Figure 1. Port wiring (run 1).
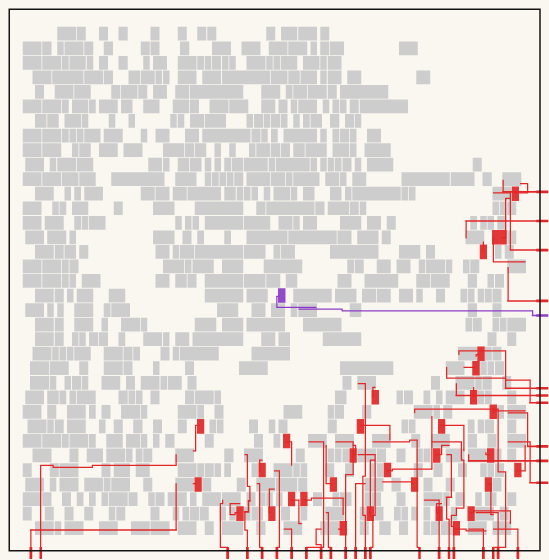
Figure 2. Sequential cells grouped by signal name (run 1).
Other sequential cells in the stronger gray, the rest of the logic in the fainter gray.
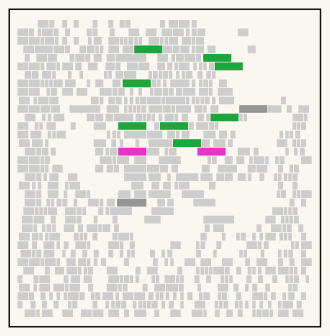
Figure 3. Signal metal coverage by tile (run 1).
The die is cut into 20 by 20 equal tiles; black is low, pale yellow is high, scaled to the fullest tile. Values are wire area over tile area, all layers added.
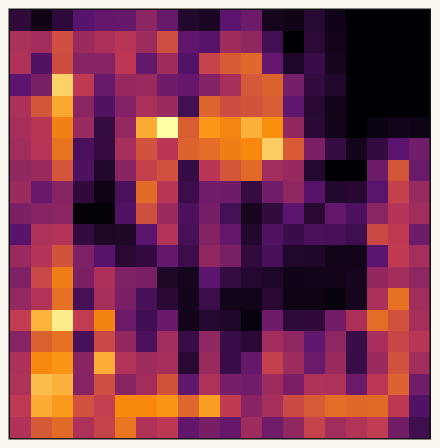
===== src/rtl/ysyx_23060025_axi_rd_arbiter_pkg.sv =====
`default_nettype none
// ============================================================================
// Module      : ysyx_23060025_axi_rd_arbiter_pkg
// Description : Shared types and constants for the two-master AXI4 read
//               arbiter: FSM state encoding and grant index values.
// Revision    : 1.0 - initial release
// ============================================================================
package ysyx_23060025_axi_rd_arbiter_pkg;

  // Arbiter FSM states, explicit 2-bit encoding.
  typedef enum logic [1:0] {
    ARB_IDLE = 2'd0,
    ARB_ADDR = 2'd1,
    ARB_DATA = 2'd2
  } arb_state_t;

  // Grant index: which master currently owns the DRAM read port.
  localparam logic c_gnt_m0 = 1'b0;  // icache refill
  localparam logic c_gnt_m1 = 1'b1;  // LSU / dcache load

endpackage : ysyx_23060025_axi_rd_arbiter_pkg
`default_nettype wire


===== src/rtl/ysyx_23060025_axi_rd_arbiter_arb_pick.sv =====
`default_nettype none
// ============================================================================
// Module      : ysyx_23060025_axi_rd_arbiter_arb_pick
// Description : Combinational 2-way request picker.
//               YSYX_23060025_ARB_RR_EN defined : round-robin, on a tie the
//                                                master != rr_last wins.
//               YSYX_23060025_ARB_RR_EN undefined: fixed priority, M1 wins.
// Ports       : req[1:0] (in)  request vector, bit N = master N
//               rr_last  (in)  master served by the previous burst
//               gnt      (out) selected master index (valid when |req)
// Revision    : 1.0 - initial release
// ============================================================================
module ysyx_23060025_axi_rd_arbiter_arb_pick
  import ysyx_23060025_axi_rd_arbiter_pkg::*;
(
  input  logic [1:0] req,
  input  logic       rr_last,
  output logic       gnt
);

`ifdef YSYX_23060025_ARB_RR_EN
  always_comb begin
    gnt = c_gnt_m1;
    if (req == 2'b11) begin
      gnt = ~rr_last;
    end else if (req[0]) begin
      gnt = c_gnt_m0;
    end
  end
`else
  // In fixed-priority mode only req[1] matters; rr_last is kept upstream.
  logic w_unused;
  assign w_unused = rr_last ^ req[0];

  always_comb begin
    gnt = req[1] ? c_gnt_m1 : c_gnt_m0;
  end
`endif

endmodule : ysyx_23060025_axi_rd_arbiter_arb_pick
`default_nettype wire


===== src/rtl/ysyx_23060025_axi_rd_arbiter.sv =====
`default_nettype none
// ============================================================================
// Module      : ysyx_23060025_axi_rd_arbiter
// Description : Shares one AXI4 read port toward DRAM between two burst read
//               masters (M0 = icache refill, M1 = LSU/dcache load). One grant
//               per transaction, held from AR handshake to the rlast beat.
//               Beats are counted against arlen; disagreements set the sticky
//               err_beat flag. Tie-break policy selected by the macro
//               YSYX_23060025_ARB_RR_EN (see arb_pick).
// Ports       : clock, reset_n (async, active-low)
//               m0_ar*/m1_ar* in, mN_arready out   : master address channels
//               mN_r* out, mN_rready in              : master read channels
//               out_ar* out, out_arready in          : DRAM address channel
//               out_r* in, out_rready out            : DRAM read channel
//               err_beat out                         : sticky beat-count error
// Revision    : 1.0 - initial release
// ============================================================================
module ysyx_23060025_axi_rd_arbiter
  import ysyx_23060025_axi_rd_arbiter_pkg::*;
#(
  parameter int ADDR_WIDTH = 32,
  parameter int DATA_WIDTH = 32
) (
  input  logic                  clock,
  input  logic                  reset_n,
  // master 0
  input  logic [ADDR_WIDTH-1:0] m0_araddr,
  input  logic                  m0_arvalid,
  input  logic [7:0]            m0_arlen,
  input  logic [2:0]            m0_arsize,
  input  logic [1:0]            m0_arburst,
  output logic                  m0_arready,
  output logic                  m0_rvalid,
  output logic [DATA_WIDTH-1:0] m0_rdata,
  output logic [1:0]            m0_rresp,
  output logic                  m0_rlast,
  input  logic                  m0_rready,
  // master 1
  input  logic [ADDR_WIDTH-1:0] m1_araddr,
  input  logic                  m1_arvalid,
  input  logic [7:0]            m1_arlen,
  input  logic [2:0]            m1_arsize,
  input  logic [1:0]            m1_arburst,
  output logic                  m1_arready,
  output logic                  m1_rvalid,
  output logic [DATA_WIDTH-1:0] m1_rdata,
  output logic [1:0]            m1_rresp,
  output logic                  m1_rlast,
  input  logic                  m1_rready,
  // DRAM side
  output logic [ADDR_WIDTH-1:0] out_araddr,
  output logic                  out_arvalid,
  output logic [7:0]            out_arlen,
  output logic [2:0]            out_arsize,
  output logic [1:0]            out_arburst,
  input  logic                  out_arready,
  input  logic                  out_rvalid,
  input  logic [DATA_WIDTH-1:0] out_rdata,
  input  logic [1:0]            out_rresp,
  input  logic                  out_rlast,
  output logic                  out_rready,
  // status
  output logic                  err_beat
);

  arb_state_t r_state;
  arb_state_t w_state_nxt;
  logic       r_grant;
  logic       r_rr_last;
  logic [7:0] r_beat_cnt;
  logic       r_err_beat;

  logic       w_pick;
  logic       w_any_req;
  logic       w_ar_fire;
  logic       w_r_fire;
  logic       w_err_now;
  logic [7:0] w_gnt_arlen;

  assign w_any_req = m0_arvalid | m1_arvalid;

  ysyx_23060025_axi_rd_arbiter_arb_pick u_pick (
    .req     ({m1_arvalid, m0_arvalid}),
    .rr_last (r_rr_last),
    .gnt     (w_pick)
  );

  // Routing: everything is driven from the registered state, so an
  // asynchronous reset zeroes all outputs immediately.
  always_comb begin
    out_araddr  = '0;
    out_arvalid = 1'b0;
    out_arlen   = '0;
    out_arsize  = '0;
    out_arburst = '0;
    out_rready  = 1'b0;
    m0_arready  = 1'b0;
    m0_rvalid   = 1'b0;
    m0_rdata    = '0;
    m0_rresp    = '0;
    m0_rlast    = 1'b0;
    m1_arready  = 1'b0;
    m1_rvalid   = 1'b0;
    m1_rdata    = '0;
    m1_rresp    = '0;
    m1_rlast    = 1'b0;
    case (r_state)
      ARB_ADDR: begin
        if (r_grant == c_gnt_m1) begin
          out_araddr  = m1_araddr;
          out_arvalid = m1_arvalid;
          out_arlen   = m1_arlen;
          out_arsize  = m1_arsize;
          out_arburst = m1_arburst;
          m1_arready  = out_arready;
        end else begin
          out_araddr  = m0_araddr;
          out_arvalid = m0_arvalid;
          out_arlen   = m0_arlen;
          out_arsize  = m0_arsize;
          out_arburst = m0_arburst;
          m0_arready  = out_arready;
        end
      end
      ARB_DATA: begin
        if (r_grant == c_gnt_m1) begin
          out_rready = m1_rready;
          m1_rvalid  = out_rvalid;
          m1_rdata   = out_rdata;
          m1_rresp   = out_rresp;
          m1_rlast   = out_rlast;
        end else begin
          out_rready = m0_rready;
          m0_rvalid  = out_rvalid;
          m0_rdata   = out_rdata;
          m0_rresp   = out_rresp;
          m0_rlast   = out_rlast;
        end
      end
      default: ;
    endcase
  end

  assign w_gnt_arlen = (r_grant == c_gnt_m1) ? m1_arlen : m0_arlen;
  assign w_ar_fire   = out_arvalid & out_arready;
  assign w_r_fire    = out_rvalid & out_rready;

  // beat_cnt holds the beats still expected after the current one.
  assign w_err_now = (r_state == ARB_DATA) && w_r_fire &&
                     (out_rlast ? (r_beat_cnt != 8'd0) : (r_beat_cnt == 8'd0));

  always_comb begin
    w_state_nxt = r_state;
    case (r_state)
      ARB_IDLE: if (w_any_req)             w_state_nxt = ARB_ADDR;
      ARB_ADDR: if (w_ar_fire)             w_state_nxt = ARB_DATA;
      ARB_DATA: if (w_r_fire && out_rlast) w_state_nxt = ARB_IDLE;
      default:                             w_state_nxt = ARB_IDLE;
    endcase
  end

  always_ff @(posedge clock or negedge reset_n) begin
    if (!reset_n) begin
      r_state    <= ARB_IDLE;
      r_grant    <= c_gnt_m1;
      r_rr_last  <= c_gnt_m1;
      r_beat_cnt <= 8'd0;
      r_err_beat <= 1'b0;
    end else begin
      r_state <= w_state_nxt;
      if (r_state == ARB_IDLE && w_any_req) begin
        r_grant <= w_pick;
      end
      // The count stops at zero so an overlong burst does not wrap and
      // look like a fresh burst; the error is already latched by then.
      if (w_ar_fire) begin
        r_beat_cnt <= w_gnt_arlen;
      end else if (w_r_fire && r_beat_cnt != 8'd0) begin
        r_beat_cnt <= r_beat_cnt - 8'd1;
      end
      if (w_r_fire && out_rlast) begin
        r_rr_last <= r_grant;
      end
      if (w_err_now) begin
        r_err_beat <= 1'b1;
      end
    end
  end

  assign err_beat = r_err_beat;

endmodule : ysyx_23060025_axi_rd_arbiter
`default_nettype wire


===== config.mk =====
export PLATFORM = sky130hd
export DESIGN_NAME = ysyx_23060025_axi_rd_arbiter
export DESIGN_NICKNAME = d
export VERILOG_FILES = /design/src/rtl/ysyx_23060025_axi_rd_arbiter_pkg.sv /design/src/rtl/ysyx_23060025_axi_rd_arbiter_arb_pick.sv /design/src/rtl/ysyx_23060025_axi_rd_arbiter.sv
export SDC_FILE = /design/constraint.sdc
export NUM_CORES = 1
export LEC_CHECK = 0
export ABC_AREA = 1
export CAP_MARGIN = 20
export CORE_AREA = 2 2 97 99
export DETAILED_ROUTE_END_ITERATION = 12
export DIE_AREA = 0 0 99 101
export PLACE_DENSITY = 0.75
export SLEW_MARGIN = 20
export SYNTH_ARGS = -nofsm -noshare
export SYNTH_HDL_FRONTEND = slang
export SYNTH_SLANG_ARGS = --single-unit
export TNS_END_PERCENT = 5

===== constraint.sdc =====
create_clock -name clock -period 1.27 [get_ports clock]
set_input_delay 0.127 -clock clock [delete_from_list [all_inputs] [get_ports clock]]
set_output_delay 0.127 -clock clock [all_outputs]
set_load 0.01 [all_outputs]

==> metrics.cfg, run 1 <==
[synth]
syn_area_sq_um=2000
topCellsByArea=nand2_1, nor2_1, dfrtp_1
async_reset_ff_frac=1.00
simple_gate_area_frac=0.525
ys_dominant_reg_cell=dfrtp_1
yosys.area.top_type=nand2_1
logic_family=simple AND/OR/NAND/NOR gates
synth_top_cell_by_count=nand2_1

[layout]
signal_buffers=321
comb_share=0.328
nFillCells=875
seq_area_frac=0.0600
final_util=0.560
n_antenna_cell=0

[sta]
setup_viol=132
fin_ws_ns=-0.464
slew_violations=0

[power]
leakagePower_nw=2.74
seq_power_mw=0.684
power-top-group=combinational logic
switchingPower_mw=4.38
p_comb_frac=0.872
irDropWorstVdd_mv=0.781

[setup_path]
crit_arrival_ns=1.61
setup.worst_path.end=out_arlen[6]
worst_r2r_path_depth=11
critical-path-slowest-cell=dfstp_2

[global_routing]
met2_usage=0.409
grt_first_pass_wirelength_um=17800
use_met3=0.0506
antenna_found_initial=0
first_global_vias=3566

[outcome]
outcome=complete, but fails checks
violations=setup timing

[cts]
cts_buffers=3
insertion_delay_ns=0.25
cts.clk_slew.worst_paths_ns=0.06

[floorplanning]
dieArea_sq_um=10000
chipWidth_um=99

[detailed_routing]
via_per_inst=4.56
wl_met3_um=903

[min_path]
hp-class=input port to async pin

-- Figure 1 (at the start) --
- purple: m1_rready (bits 1; direction input; edge east; end cells 1; buffers 1; wire 55.6 um)
- red: out_rdata (bits 32; direction input; edge 22 south, 10 east; end cells 32; buffers 32; wire 785 um)

-- Figure 2 (at the start) --
- green: r_beat_cnt (sequential cells 8)
- magenta: r_state (sequential cells 2)

-- Figure 3 (at the start) --
- nearly empty tiles: 6.8%
- tiles over half the peak: 24%
- fullest tile: 0.56
- emptiest ninth of the die: north-east
- densest ninth of the die: south-west

==> run 2, diff against run 1 <==
Settings changed: CORE_AREA 2 2 97 99 to 2 2 99 101, DIE_AREA 0 0 99 101 to 0 0 101 103, PLACE_DENSITY 0.75 to 0.7.
Clock period 1.27 ns to 1.6 ns, I/O delays scaled along.
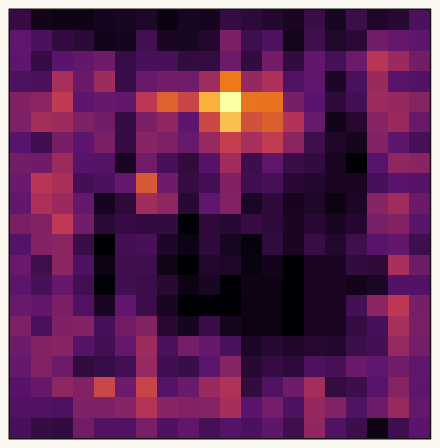
Figure 4: run 2, signal metal coverage by tile.
The die is cut into 20 by 21 equal tiles; black is low, pale yellow is high, scaled to the fullest tile. Values are wire area over tile area, all layers added.
- tiles over half the peak: 4.5%
- densest ninth of the die: north
- fullest tile: 0.78

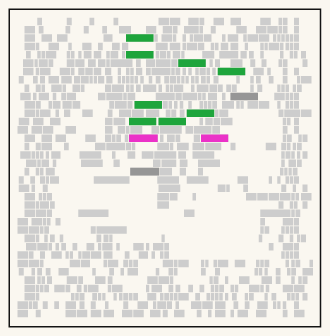
Figure 5: run 2, sequential cells grouped by signal name.
Other sequential cells in the stronger gray, the rest of the logic in the fainter gray.
Seq. pwr: 0.615 mW
post-layout util: 0.523
flop share of the area: 0.0613
Register Area: 303 sq um

==> run 2 against run 1 <==
Synthesized area unchanged. Synthesized cell count stayed put. Critical endpoint is now m0_rdata[27]. Largest power group unchanged. Global-route usage fell by 1.6 points. Register-to-register slack gained 0.34 ns. Flip-flop count unchanged. First-iteration DRC count increased by 11%. Critical path type unchanged. Cell area is 1.6% lower. Setup slack improved by 0.30 ns. The flow still finishes with violations (setup timing).
==> metrics.cfg, run 2 <==
[setup_path]
slowest_delay_ns=0.58  ; was 0.54 ns
critPathTopFamily=buffers and inverters  ; unchanged
path_depth=8  ; unchanged
cp-end-kind=primary output  ; unchanged
worst_r2r_path_depth=13  ; was 11
critical-path-slowest-cell=dfstp_2  ; unchanged
crit_arrival_ns=1.60  ; was 1.61 ns
cp-start-kind=register  ; unchanged
setup.worst_path.end=m0_rdata[27]  ; was out_arlen[6]

[job]
max_cap_violations=0  ; unchanged

[synth]
topCellsByArea=nand2_1, nor2_1, dfrtp_1  ; unchanged
simple_gate_area_frac=0.525  ; unchanged
logic_family=simple AND/OR/NAND/NOR gates  ; unchanged
synth_top_cell_by_count=nand2_1  ; unchanged
syn_area_sq_um=2000  ; unchanged
yosys.area.top_type=nand2_1  ; unchanged

[outcome]
violations=setup timing  ; unchanged
outcome=complete, but fails checks  ; unchanged

[power]
leakagePower_nw=2.72  ; was 2.74 nW
p_comb_frac=0.860  ; was 0.872
power-top-group=combinational logic  ; unchanged
switchingPower_mw=3.39  ; was 4.38 mW
irDropWorstVdd_mv=0.953  ; was 0.781 mV

[floorplanning]
dieArea_sq_um=10400  ; was 10000 sq um
chipWidth_um=101  ; was 99 um

[cts]
cts.clk_slew.worst_paths_ns=0.06  ; about the same
insertion_delay_ns=0.25  ; about the same
cts_buffers=3  ; unchanged
cts_root_buffer=clkbuf_8  ; unchanged

[sta]
period_needed_ns=1.76
slew_violations=0  ; unchanged
setup_viol=130  ; was 132
fin_ws_ns=-0.162  ; was -0.464 ns

[global_routing]
first_global_vias=3504  ; was 3,566
use_met3=0.0353  ; was 0.0506
met2_usage=0.408  ; was 0.409
antenna_found_initial=0  ; unchanged
grt_first_pass_wirelength_um=16800  ; was 17,800 um

[layout]
signal_buffers=314  ; was 321
nFillCells=965  ; was 875
n_antenna_cell=0  ; unchanged

[detailed_routing]
wl_met3_um=1110  ; was 903 um
via_per_inst=4.52  ; was 4.56

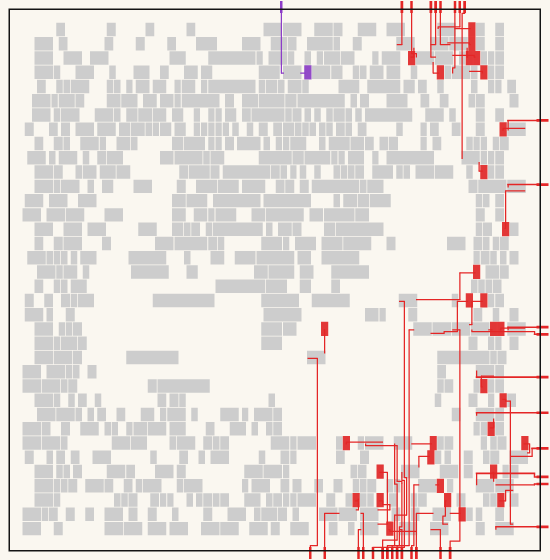
Figure 6: run 2, port wiring.
IO Pins: 255
PortBufs: 254

==> run 3, diff against run 2 <==
Settings changed: CELL_PAD_IN_SITES_DETAIL_PLACEMENT set to 2, CELL_PAD_IN_SITES_GLOBAL_PLACEMENT set to 2, CORE_AREA 2 2 99 101 to not set, CORE_MARGIN set to 2, CORE_UTILIZATION set to 10, DIE_AREA 0 0 101 103 to not set, PLACE_DENSITY 0.7 to not set, PLACE_DENSITY_LB_ADDON set to 0.1.
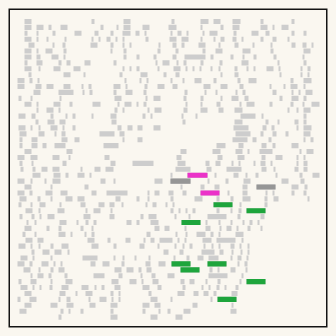
Figure 7: run 3, sequential cells grouped by signal name.
Other sequential cells in the stronger gray, the rest of the logic in the fainter gray.
Seq. pwr: 0.604 mW
post-layout util: 0.271

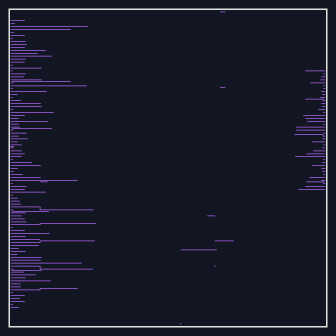
Figure 8: run 3, the metal 3 layer.
- wire length on this layer: 1,230 um
- longest straight run: 35.2 um
- share of all routed wire: 8.4%
- nets with wire on the layer: 142
- main direction: horizontal

==> run 3 against run 2 <==
The run still ends with setup timing left. Cell area up 6.9%. Register-to-register slack about the same. Combinational power about the same. Flip-flop count unchanged. Core utilization down 25 points. Via count up 0.38%. Die area up 100%. Sequential share of layout area down 0.40 points. Largest cell class unchanged. Largest power group unchanged.
==> metrics.cfg, run 3 <==
[outcome]
outcome=complete, but fails checks  ; unchanged
violations=setup timing  ; unchanged

[power]
power-top-group=combinational logic  ; unchanged
leakagePower_nw=2.70  ; was 2.72 nW
p_comb_frac=0.841  ; was 0.860
switchingPower_mw=3.51  ; was 3.39 mW

[global_routing]
antenna_found_initial=0  ; unchanged
grt_first_pass_wirelength_um=22500  ; was 16,800 um
use_met3=0.0401  ; was 0.0353

[setup_path]
cp-end-kind=primary output  ; unchanged
path_depth=6  ; was 8
setup.worst_path.end=out_araddr[23]  ; was m0_rdata[27]
cp-start-kind=register  ; unchanged
critical-path-slowest-cell=dfstp_2  ; unchanged
slowest_delay_ns=0.60  ; was 0.58 ns
crit_arrival_ns=1.57  ; was 1.60 ns

[layout]
comb_share=0.310  ; was 0.322
n_antenna_cell=0  ; unchanged

[floorplanning]
chipWidth_um=145  ; was 101 um
dieArea_sq_um=21100  ; was 10,400 sq um

[sta]
period_needed_ns=1.73  ; was 1.76 ns
setup_viol=114  ; was 130
fin_ws_ns=-0.130  ; was -0.162 ns

[detailed_routing]
wl_met3_um=1230  ; was 1110 um
via_per_inst=3.81  ; was 4.52

[job]
max_cap_violations=0  ; unchanged

[cts]
cts.clk_slew.worst_paths_ns=0.05  ; was 0.06 ns
cts_buffers=3  ; unchanged
insertion_delay_ns=0.24  ; was 0.25 ns

[synth]
synth_top_cell_by_count=nand2_1  ; unchanged
simple_gate_area_frac=0.525  ; unchanged

[min_path]
hp-class=input port to async pin  ; unchanged

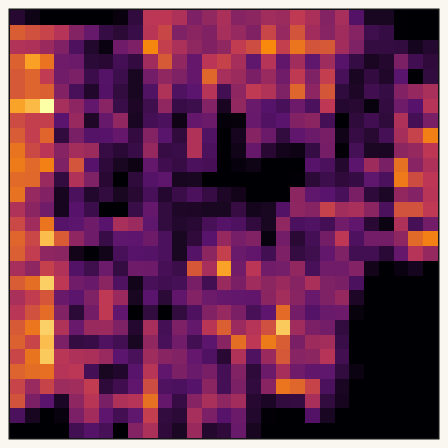
Figure 9: run 3, signal metal coverage by tile.
The die is cut into 29 by 29 equal tiles; black is low, pale yellow is high, scaled to the fullest tile. Values are wire area over tile area, all layers added.
- fullest tile: 0.40
- tiles over half the peak: 14%
- emptiest ninth of the die: south-east
total track usage: 0.132
routed via count: 3,681
drt wl/cell: 15.3 um

No activity file was given, so power comes from the tool's default toggle rates.
